File: config.mk
export PLATFORM = sky130hd
export DESIGN_NAME = slv_guard_txn_tracker_flat
export DESIGN_NICKNAME = d
export VERILOG_FILES = /design/src/rtl/slv_guard_txn_tracker_pkg.sv /design/src/rtl/slv_guard_txn_tracker_if.sv /design/src/rtl/slv_guard_txn_tracker_prescaler.sv /design/src/rtl/slv_guard_txn_tracker.sv /design/src/flat_wrapper.sv
export SDC_FILE = /design/constraint.sdc
export NUM_CORES = 1
export LEC_CHECK = 0
export ABC_AREA = 1
export CORE_MARGIN = 1.5
export CORE_UTILIZATION = 56
export DETAILED_ROUTE_END_ITERATION = 10
export PLACE_DENSITY = 0.87
export SLEW_MARGIN = 30
export SYNTH_ARGS = -nofsm -noshare
export SYNTH_HDL_FRONTEND = slang
export SYNTH_HIERARCHICAL = 1
export SYNTH_SLANG_ARGS = --single-unit
File: constraint.sdc
create_clock -name clk_i -period 3.98 [get_ports clk_i]
set_clock_uncertainty 0.15 [all_clocks]
set_input_delay 0.796 -clock clk_i [delete_from_list [all_inputs] [get_ports clk_i]]
set_output_delay 0.796 -clock clk_i [all_outputs]
set_load 0.01 [all_outputs]
File: src/rtl/slv_guard_txn_tracker_pkg.sv
// Shared types for the subordinate-guard transaction tracker: slot record,
// FSM states and fault cause encodings.
package slv_guard_trk_pkg;

   // Slot fields are sized for the widest tracker instance; narrower
   // instances zero-extend on write and truncate on read.
   localparam int unsigned SlotIdBits   = 8;
   localparam int unsigned SlotAddrBits = 64;
   localparam int unsigned SlotAgeBits  = 8;
   localparam int unsigned SlotCntBits  = 32;

   localparam logic [1:0] CAUSE_NONE       = 2'b00;
   localparam logic [1:0] CAUSE_TIMEOUT    = 2'b01;
   localparam logic [1:0] CAUSE_UNEXPECTED = 2'b10;

   typedef enum logic [1:0] {
      IDLE  = 2'd0,
      FAULT = 2'd1,
      FLUSH = 2'd2
   } trk_state_e;

   typedef struct packed {
      logic                    valid;
      logic                    timed;
      logic [SlotIdBits-1:0]   id;
      logic [SlotAddrBits-1:0] addr;
      logic [SlotAgeBits-1:0]  age;
      logic [SlotCntBits-1:0]  counter;
   } slot_t;

endpackage

File: src/rtl/slv_guard_txn_tracker_if.sv
// Observed request (AW/AR) and response (B/R) handshake signals of one
// AXI direction, as seen by the transaction tracker.
interface slv_guard_txn_tracker_if #(
   parameter int unsigned IdWidth   = 2,
   parameter int unsigned AddrWidth = 32
) ();

   logic                 req_valid;
   logic                 req_ready;
   logic [IdWidth-1:0]   req_id;
   logic [AddrWidth-1:0] req_addr;
   logic                 rsp_valid;
   logic                 rsp_ready;
   logic                 rsp_last;
   logic [IdWidth-1:0]   rsp_id;

   modport master (
      output req_valid, req_ready, req_id, req_addr,
      output rsp_valid, rsp_ready, rsp_last, rsp_id
   );

   modport slave (
      input req_valid, req_ready, req_id, req_addr,
      input rsp_valid, rsp_ready, rsp_last, rsp_id
   );

endinterface

File: src/rtl/slv_guard_txn_tracker_prescaler.sv
// Budget tick generator: pulses once every Div enabled cycles, restartable
// with a synchronous clear.
module slv_guard_prescaler #(
   parameter int unsigned Div = 1
) (
   input  logic clk_i,
   input  logic rst_i,
   input  logic clear_i,
   input  logic en_i,
   output logic tick_o
);

   localparam int unsigned           CntWidth = (Div > 1) ? $clog2(Div) : 1;
   localparam logic [CntWidth-1:0]   LastCnt  = CntWidth'(Div - 1);

   logic [CntWidth-1:0] cnt_q;

   always_ff @(posedge clk_i) begin
      if (rst_i || clear_i) begin
         cnt_q <= '0;
      end else if (en_i) begin
         cnt_q <= (cnt_q == LastCnt) ? '0 : cnt_q + 1'b1;
      end
   end

   assign tick_o = en_i && (cnt_q == LastCnt);

endmodule

File: src/rtl/slv_guard_txn_tracker.sv
// Per-direction transaction budget tracker: slot table with per-ID in-order
// retirement, timeout/unexpected-response detection and a latched fault record.
module slv_guard_txn_tracker
   import slv_guard_trk_pkg::*;
#(
   parameter int unsigned IdWidth      = 2,
   parameter int unsigned AddrWidth    = 32,
   parameter int unsigned MaxTxns      = 4,
   parameter int unsigned MaxTxnsPerId = 2,
   parameter int unsigned BudgetWidth  = 8,
   parameter int unsigned PrescalerDiv = 1
) (
   input  logic                           clk_i,
   input  logic                           rst_i,
   input  logic                           en_i,
   slv_guard_txn_tracker_if.slave         bus,
   input  logic [BudgetWidth-1:0]         budget_i,
   input  logic                           rst_clear_i,
   output logic                           full_o,
   output logic [$clog2(MaxTxns+1)-1:0]   outstanding_o,
   output logic                           irq_o,
   output logic                           rst_req_o,
   output logic [1:0]                     fault_cause_o,
   output logic [IdWidth-1:0]             fault_id_o,
   output logic [AddrWidth-1:0]           fault_addr_o
);

   localparam int unsigned CountWidth = $clog2(MaxTxns + 1);
   localparam int unsigned IdxWidth   = $clog2(MaxTxns);

   trk_state_e state_q, state_d;

   slot_t slots_q [MaxTxns];
   slot_t slots_d [MaxTxns];

   logic [1:0]           cause_q, cause_d;
   logic [IdWidth-1:0]   fault_id_q, fault_id_d;
   logic [AddrWidth-1:0] fault_addr_q, fault_addr_d;
   logic                 irq_q, irq_d;
   logic                 rst_req_q, rst_req_d;

   logic                  tick;
   logic [CountWidth-1:0] valid_cnt;
   logic [CountWidth-1:0] req_id_cnt;
   logic [CountWidth-1:0] new_age;
   logic                  free_found;
   logic [IdxWidth-1:0]   free_idx;
   logic                  hit;
   logic [IdxWidth-1:0]   hit_idx;
   logic                  exp_found;
   logic [IdxWidth-1:0]   exp_idx;
   logic                  retire_fire;
   logic                  retire_ok;
   logic                  unexpected;
   logic                  enq_fire;
   logic                  same_id_retire;

   slv_guard_prescaler #(
      .Div (PrescalerDiv)
   ) u_prescaler (
      .clk_i   (clk_i),
      .rst_i   (rst_i),
      .clear_i (state_q == FLUSH),
      .en_i    (state_q == IDLE),
      .tick_o  (tick)
   );

   // All table lookups come from registered state, so a slot freed this
   // cycle is never the one handed to a same-cycle enqueue.
   always_comb begin
      valid_cnt  = '0;
      req_id_cnt = '0;
      free_found = 1'b0;
      free_idx   = '0;
      hit        = 1'b0;
      hit_idx    = '0;
      for (int i = 0; i < MaxTxns; i++) begin
         if (slots_q[i].valid) begin
            valid_cnt = valid_cnt + 1'b1;
            if (slots_q[i].id == SlotIdBits'(bus.req_id)) begin
               req_id_cnt = req_id_cnt + 1'b1;
            end
            if ((slots_q[i].id == SlotIdBits'(bus.rsp_id)) && (slots_q[i].age == '0)) begin
               hit     = 1'b1;
               hit_idx = IdxWidth'(i);
            end
         end else if (!free_found) begin
            free_found = 1'b1;
            free_idx   = IdxWidth'(i);
         end
      end
   end

   assign retire_fire    = (state_q == IDLE) && bus.rsp_valid && bus.rsp_ready && bus.rsp_last;
   assign retire_ok      = retire_fire && hit;
   assign unexpected     = retire_fire && !hit;
   assign same_id_retire = retire_ok && (bus.rsp_id == bus.req_id);
   assign new_age        = same_id_retire ? req_id_cnt - 1'b1 : req_id_cnt;

   assign full_o = (valid_cnt == CountWidth'(MaxTxns)) ||
                   (req_id_cnt >= CountWidth'(MaxTxnsPerId)) ||
                   (state_q != IDLE);

   assign enq_fire = (state_q == IDLE) && en_i && bus.req_valid && bus.req_ready && !full_o;

   // An expiring slot that retires in the same cycle is not a timeout.
   always_comb begin
      exp_found = 1'b0;
      exp_idx   = '0;
      for (int i = 0; i < MaxTxns; i++) begin
         if (!exp_found && slots_q[i].valid && slots_q[i].timed &&
             (slots_q[i].counter == '0) &&
             !(retire_ok && (hit_idx == IdxWidth'(i)))) begin
            exp_found = 1'b1;
            exp_idx   = IdxWidth'(i);
         end
      end
   end

   always_comb begin
      state_d      = state_q;
      slots_d      = slots_q;
      cause_d      = cause_q;
      fault_id_d   = fault_id_q;
      fault_addr_d = fault_addr_q;
      irq_d        = irq_q;
      rst_req_d    = rst_req_q;

      case (state_q)
         IDLE: begin
            for (int i = 0; i < MaxTxns; i++) begin
               if (tick && slots_q[i].valid && slots_q[i].timed && (slots_q[i].counter != '0)) begin
                  slots_d[i].counter = slots_q[i].counter - 1'b1;
               end
               if (retire_ok && slots_q[i].valid && (slots_q[i].id == SlotIdBits'(bus.rsp_id))) begin
                  if (hit_idx == IdxWidth'(i)) begin
                     slots_d[i].valid = 1'b0;
                  end else begin
                     slots_d[i].age = slots_q[i].age - 1'b1;
                  end
               end
            end

            if (enq_fire) begin
               slots_d[free_idx].valid   = 1'b1;
               slots_d[free_idx].timed   = (budget_i != '0);
               slots_d[free_idx].id      = SlotIdBits'(bus.req_id);
               slots_d[free_idx].addr    = SlotAddrBits'(bus.req_addr);
               slots_d[free_idx].age     = SlotAgeBits'(new_age);
               slots_d[free_idx].counter = SlotCntBits'(budget_i);
            end

            // Timeouts outrank an unexpected response; lowest slot wins.
            if (exp_found) begin
               state_d      = FAULT;
               cause_d      = CAUSE_TIMEOUT;
               fault_id_d   = slots_q[exp_idx].id[IdWidth-1:0];
               fault_addr_d = slots_q[exp_idx].addr[AddrWidth-1:0];
               irq_d        = 1'b1;
               rst_req_d    = 1'b1;
            end else if (unexpected) begin
               state_d      = FAULT;
               cause_d      = CAUSE_UNEXPECTED;
               fault_id_d   = bus.rsp_id;
               fault_addr_d = '0;
               irq_d        = 1'b1;
               rst_req_d    = 1'b1;
            end
         end

         FAULT: begin
            if (rst_clear_i) begin
               state_d   = FLUSH;
               rst_req_d = 1'b0;
               for (int i = 0; i < MaxTxns; i++) begin
                  slots_d[i] = '0;
               end
            end
         end

         FLUSH: begin
            state_d      = IDLE;
            irq_d        = 1'b0;
            cause_d      = CAUSE_NONE;
            fault_id_d   = '0;
            fault_addr_d = '0;
         end

         default: begin
            state_d = IDLE;
         end
      endcase
   end

   always_ff @(posedge clk_i) begin
      if (rst_i) begin
         state_q <= IDLE;
      end else begin
         state_q <= state_d;
      end
   end

   always_ff @(posedge clk_i) begin
      if (rst_i) begin
         for (int i = 0; i < MaxTxns; i++) begin
            slots_q[i] <= '0;
         end
         cause_q      <= CAUSE_NONE;
         fault_id_q   <= '0;
         fault_addr_q <= '0;
         irq_q        <= 1'b0;
         rst_req_q    <= 1'b0;
      end else begin
         for (int i = 0; i < MaxTxns; i++) begin
            slots_q[i] <= slots_d[i];
         end
         cause_q      <= cause_d;
         fault_id_q   <= fault_id_d;
         fault_addr_q <= fault_addr_d;
         irq_q        <= irq_d;
         rst_req_q    <= rst_req_d;
      end
   end

   assign outstanding_o = valid_cnt;
   assign irq_o         = irq_q;
   assign rst_req_o     = rst_req_q;
   assign fault_cause_o = cause_q;
   assign fault_id_o    = fault_id_q;
   assign fault_addr_o  = fault_addr_q;

endmodule
File: src/flat_wrapper.sv
// flat-port wrapper written by rule: the top's interface ports become plain ports
module slv_guard_txn_tracker_flat import slv_guard_trk_pkg::*;
#(
   parameter int unsigned IdWidth      = 2,
   parameter int unsigned AddrWidth    = 32,
   parameter int unsigned MaxTxns      = 4,
   parameter int unsigned MaxTxnsPerId = 2,
   parameter int unsigned BudgetWidth  = 8,
   parameter int unsigned PrescalerDiv = 1
)
  (clk_i, rst_i, en_i, budget_i, rst_clear_i, full_o, outstanding_o, irq_o, rst_req_o, fault_cause_o, fault_id_o, fault_addr_o, bus_req_valid, bus_req_ready, bus_req_id, bus_req_addr, bus_rsp_valid, bus_rsp_ready, bus_rsp_last, bus_rsp_id);
  slv_guard_txn_tracker_if #(.IdWidth(IdWidth), .AddrWidth(AddrWidth)) bus_i ();
  input  logic clk_i;
  input  logic rst_i;
  input  logic en_i;
  input  logic [BudgetWidth-1:0] budget_i;
  input  logic rst_clear_i;
  output logic full_o;
  output logic [$clog2(MaxTxns+1)-1:0] outstanding_o;
  output logic irq_o;
  output logic rst_req_o;
  output logic [1:0] fault_cause_o;
  output logic [IdWidth-1:0] fault_id_o;
  output logic [AddrWidth-1:0] fault_addr_o;
  input wire logic [$bits(bus_i.req_valid)-1:0] bus_req_valid;
  input wire logic [$bits(bus_i.req_ready)-1:0] bus_req_ready;
  input wire logic [$bits(bus_i.req_id)-1:0] bus_req_id;
  input wire logic [$bits(bus_i.req_addr)-1:0] bus_req_addr;
  input wire logic [$bits(bus_i.rsp_valid)-1:0] bus_rsp_valid;
  input wire logic [$bits(bus_i.rsp_ready)-1:0] bus_rsp_ready;
  input wire logic [$bits(bus_i.rsp_last)-1:0] bus_rsp_last;
  input wire logic [$bits(bus_i.rsp_id)-1:0] bus_rsp_id;
  assign bus_i.req_valid = bus_req_valid;
  assign bus_i.req_ready = bus_req_ready;
  assign bus_i.req_id = bus_req_id;
  assign bus_i.req_addr = bus_req_addr;
  assign bus_i.rsp_valid = bus_rsp_valid;
  assign bus_i.rsp_ready = bus_rsp_ready;
  assign bus_i.rsp_last = bus_rsp_last;
  assign bus_i.rsp_id = bus_rsp_id;
  slv_guard_txn_tracker #(.IdWidth(IdWidth), .AddrWidth(AddrWidth), .MaxTxns(MaxTxns), .MaxTxnsPerId(MaxTxnsPerId), .BudgetWidth(BudgetWidth), .PrescalerDiv(PrescalerDiv)) u_core (.clk_i(clk_i), .rst_i(rst_i), .en_i(en_i), .bus(bus_i), .budget_i(budget_i), .rst_clear_i(rst_clear_i), .full_o(full_o), .outstanding_o(outstanding_o), .irq_o(irq_o), .rst_req_o(rst_req_o), .fault_cause_o(fault_cause_o), .fault_id_o(fault_id_o), .fault_addr_o(fault_addr_o));
endmodule
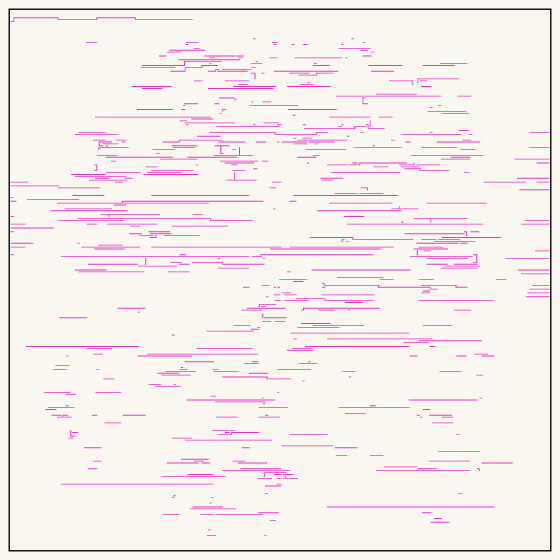
run_1/layer_met3.png
The layer holds 8.0% of the routed length. 297 nets have wire on it.

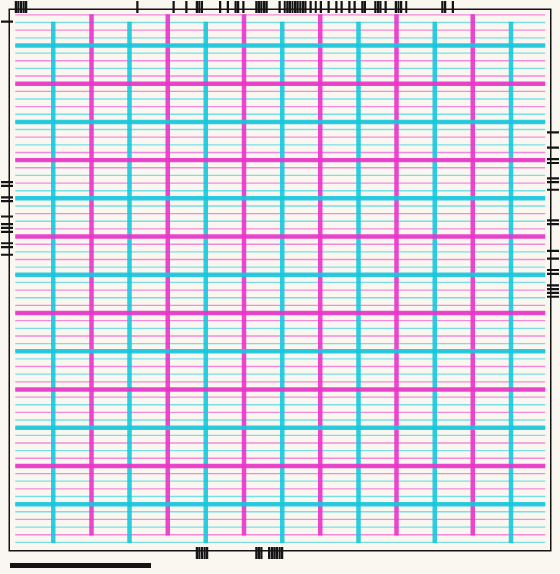
run_1/power_grid.png
The bar under the picture is 50 um long. Pins as bars on the die edge.
Key: VDD = magenta; VSS = cyan
13 straps on met5. The core has 69 rows. 95 signal pins sit on the boundary.
maximum vdd drop: 0.000347 V
chip width: 192 um
core area: 35400 um^2
Die Y: 192 um

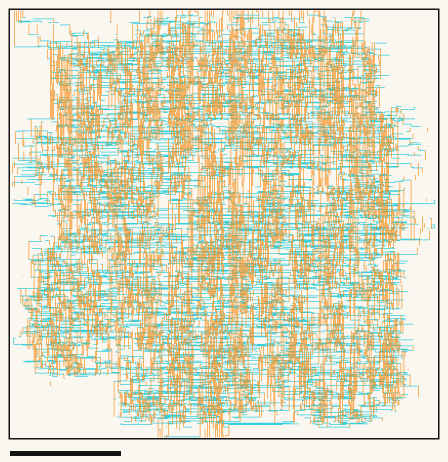
run_1/wires.png
The bar under the picture is 50 um long. Two of the layers only.
Key: metal 1 = cyan [wire length 24.7 mm]; metal 2 = orange [wire length 26.9 mm]
WL/cell: 15.6 um
WL final: 58.1 mm
Via Count: 21200

[run 1: worst min-delay path by stage]
stage	from	to	slack, ns	cells past startpoint
after detailed placement	u_core/slots_q[295]	u_core/slots_q[295]	0.30	2
after global placement	u_core/slots_q[392]	u_core/slots_q[392]	0.30	2
after floorplan	u_core/slots_q[268]	u_core/slots_q[268]	0.29	2
after global routing	u_core/slots_q[282]	u_core/slots_q[282]	0.32	2
final	u_core/slots_q[295]	u_core/slots_q[295]	0.31	2
after CTS	u_core/slots_q[403]	u_core/slots_q[403]	0.31	2
[run 1: final cells by class]
cell class	instances	area [um^2]
Timing Repair Buffer	177	1800
Fill cell	3082	12500
Multi-Input combinational cell	2360	11200
Clock buffer	56	1100
Inverter	322	1210
Clock inverter	13	115
Tap cell	461	577
Sequential cell	344	6890
[run 1: state kept, by name, indices dropped and copies added, names as in the netlist]
name / flops
u_core/fault_addr_o: 32
u_core/rst_req_o: 1
u_core/fault_id_o: 2
u_core/fault_cause_o: 2
u_core/slots_q: 304
u_core/irq_o: 1
u_core/state_q: 2
[run 1: what timing repair did]
item,4_1_cts,5_1_grt
pin swaps,5,5
setup buffers,2,0
setup endpoints to repair,150,7
gates resized,16,10
[run 1: placed cells by master (no fill, tap or decap), types with 20 or more instances in the layout]
master,instances
clkdlybuf4s50_1,90
nand3_1,226
a21oi_1,353
clkbuf_16,39
nand4_1,58
nand2_1,1024
or2_2,22
nor3_1,31
nor2_1,308
ha_1,20
inv_2,23
buf_4,63
xor2_1,72
dfxtp_1,341
inv_1,297
nor4_1,22
o211ai_1,39
o21ai_0,54
[run 1: worst max-delay path, delay by kind of cell, from the launching register on]
family	cells	cell delay (ns)
fa+ha+maj	2	0.49
xor+xnor	1	0.16
flops	1	0.36
simple gates	3	0.26
buf+inv	6	1.08
==> flow_summary.json, run 1 <==
{
  "status": "complete, no violations",
  "cp_max_fo": 11,
  "viasPerCell": 5.69,
  "clkTransAtPathRegs_ns": 0.06,
  "drv_cap": 0,
  "h-tree-depth": 2,
  "critical_path_required_ns": 3.03,
  "grt_max_degree": 118,
  "numCtsBuffers": 39,
  "port-buffer-count": 94,
  "drive_gt1_frac": 0.0773,
  "clk-insertion-delay-late_ns": 0.55,
  "ant_nets": 0,
  "synthCells": 3177,
  "clockBufferDepth": 3,
  "setup.worst_path.start_class": "flop",
  "gr-usage-met1": 0.414,
  "rsz0062_at_grt": "no",
  "finalCriticalPeriod_ns": 3.85,
  "worstSetupPathType": "reg2out",
  "syn_area_um2": 20000,
  "die-area_um2": 36900,
  "place_area_um2": 21700,
  "dp_hpwl_mm": 38.7,
  "power_clock_uw": 3450,
  "power_leader": "sequential cells",
  "fin_crit_sh": 0.968,
  "worst_pin_slew_ns": 0.842,
  "drt-met1-wl_mm": 24.7,
  "startpoint": "u_core/slots_q[455]",
  "dr.pass1.iters": 6,
  "relSlewSlack": 0.434,
  "row_count": 69,
  "area_delta_synth_final_pct": 14.5,
  "final.setup.tns_ns": 0,
  "stdcell_area_um2": 22900,
  "root_buffer": "clkbuf_16",
  "power_density_nw_per_um2": 330,
  "power.internal_uw": 5670,
  "gp_congestion": 0.976,
  "fp_util": 0.566,
  "stdcell_count": 3733,
  "p_switching_uw": 1890
}
==> run 2, diff against run 1 <==
CELL_PAD_IN_SITES_DETAIL_PLACEMENT = 0   (was default)
CELL_PAD_IN_SITES_GLOBAL_PLACEMENT = 1   (was default)
CORE_UTILIZATION = 39   (was 56)
GPL_ROUTABILITY_DRIVEN = 0   (was default)
PLACE_DENSITY = 0.86   (was 0.87)
RECOVER_POWER = 50   (was default)
==> run 2 against run 1 <==
Compared with the run above:
- first-iteration DRC count fell by 35%
- the run now ends with max-capacitance violations, max-slew violations left
- non-clock buffer count fell by 4
- cell count grew 5.7%
- largest power group is now the clock network
==> flow_summary.json, run 2 <==
{
  "gr-usage-met1": 0.306,
  "cp_max_fo": 4,
  "ant_nets": 0,
  "h-tree-depth": 2,
  "setup.worst_path.start_class": "flop",
  "largest_register_ffs": 304,
  "drv_slew": 107,
  "relSlewSlack": -0.624,
  "path_buffers": 4,
  "largest-register": "u_core/slots_q",
  "dieWidth_um": 230,
  "synthCells": 3177,
  "dr.pass1.iters": 5,
  "stdcell_count": 3945,
  "holdPathStages": 2,
  "power_density_nw_per_um2": 348,
  "worstSetupPathType": "reg2out",
  "numCtsBuffers": 41,
  "wl_per_cell_um": 15.0,
  "status": "finished with violations",
  "drv_cap": 1,
  "grt_max_degree": 109,
  "min_from": "u_core/slots_q[52]",
  "row_count": 82,
  "fp.dieH_um": 230,
  "violations": "max-capacitance violations, max-slew violations",
  "die-area_um2": 52700,
  "clockBufferDepth": 3
}
-- run 2: cell types whose count changed in the layout (fill, tap and decap cells not counted), sizes merged, moves of 4 or more --
cell,before,now
clkbuf,56,62
bufinv,1,5
buf,87,79
clkdlybuf4s50,90,50
dlygate4sd3,0,39
-- run 2: worst register-to-register path: stages (launching register included) --
cell and delay [ns]:
dfxtp_2 0.34, inv_1 0.10, nand2_1 0.06, nand4_1 0.10
inv_1 0.05, ha_1 0.28, o21ai_2 0.13, inv_1 0.05
ha_1 0.27, nand2_1 0.06, o21ai_2 0.07, ha_2 0.19
nand2_2 0.06, xor2_2 0.17, nor2_2 0.12, buf_4 0.12
nand3_2 0.08, buf_4 0.17, nor2_4 0.12, clkbuf_2 0.44
a21oi_1 0.13, o31ai_1 0.09, a21oi_1 0.09
-- run 2: report_power, final --
group / leakage [uW] / switching [uW] / internal (uW)
sequential: 0.00277 / 23.5 / 3470
combinational: 0.00672 / 414 / 204
clock: 0.000708 / 1560 / 2460
total: 0.0102 / 2000 / 6140
-- run 2: stage by stage --
step	setup slack [ns]	area (um^2)	power, uW	utilization
5_1_grt	-0.0130	23400	8420	0.464
2_1_floorplan	0.0658	20000	3940	-
4_1_cts	0.0162	23300	8210	0.463
3_3_place_gp	-0.709	21900	4180	0.434
3_5_place_dp	-0.747	21900	4180	0.434
6_report	0.197	23400	8130	0.464
-- run 2: layout make-up --
| type | count | area, um^2 |
|---|---|---|
| fill | 5267 | 27000 |
| multi-input combinational | 2360 | 11300 |
| sequential | 344 | 6890 |
| timing repair buffer | 173 | 1750 |
| clock buffer | 58 | 1220 |
| inverter | 322 | 1220 |
| tap | 672 | 841 |
| clock inverter | 15 | 220 |
| antenna | 1 | 2.50 |
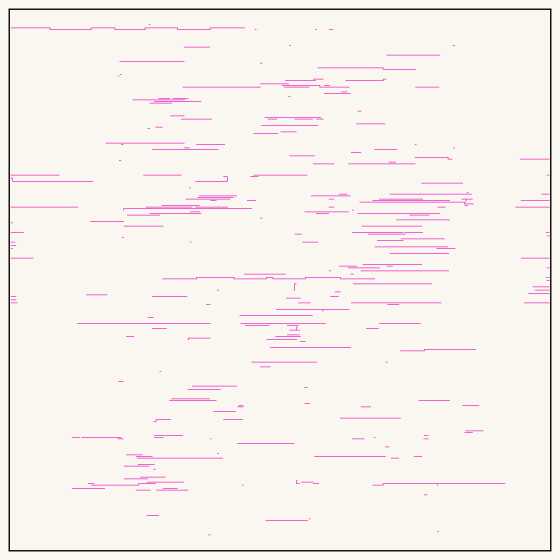
run_2/layer_met3.png
The layer carries 2840 um of wire. The layer holds 4.8% of the routed length. 159 nets have wire on it. The wires run mostly horizontal.

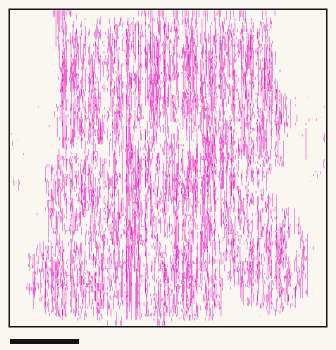
run_2/layer_met2.png
The bar under the picture is 50 um long.
The wires run mostly vertical. The layer carries 26.4 mm of wire. The longest straight run is 61.3 um. The layer holds 45% of the routed length. 2404 nets have wire on it.

No activity file was given, so power comes from the tool's default toggle rates.
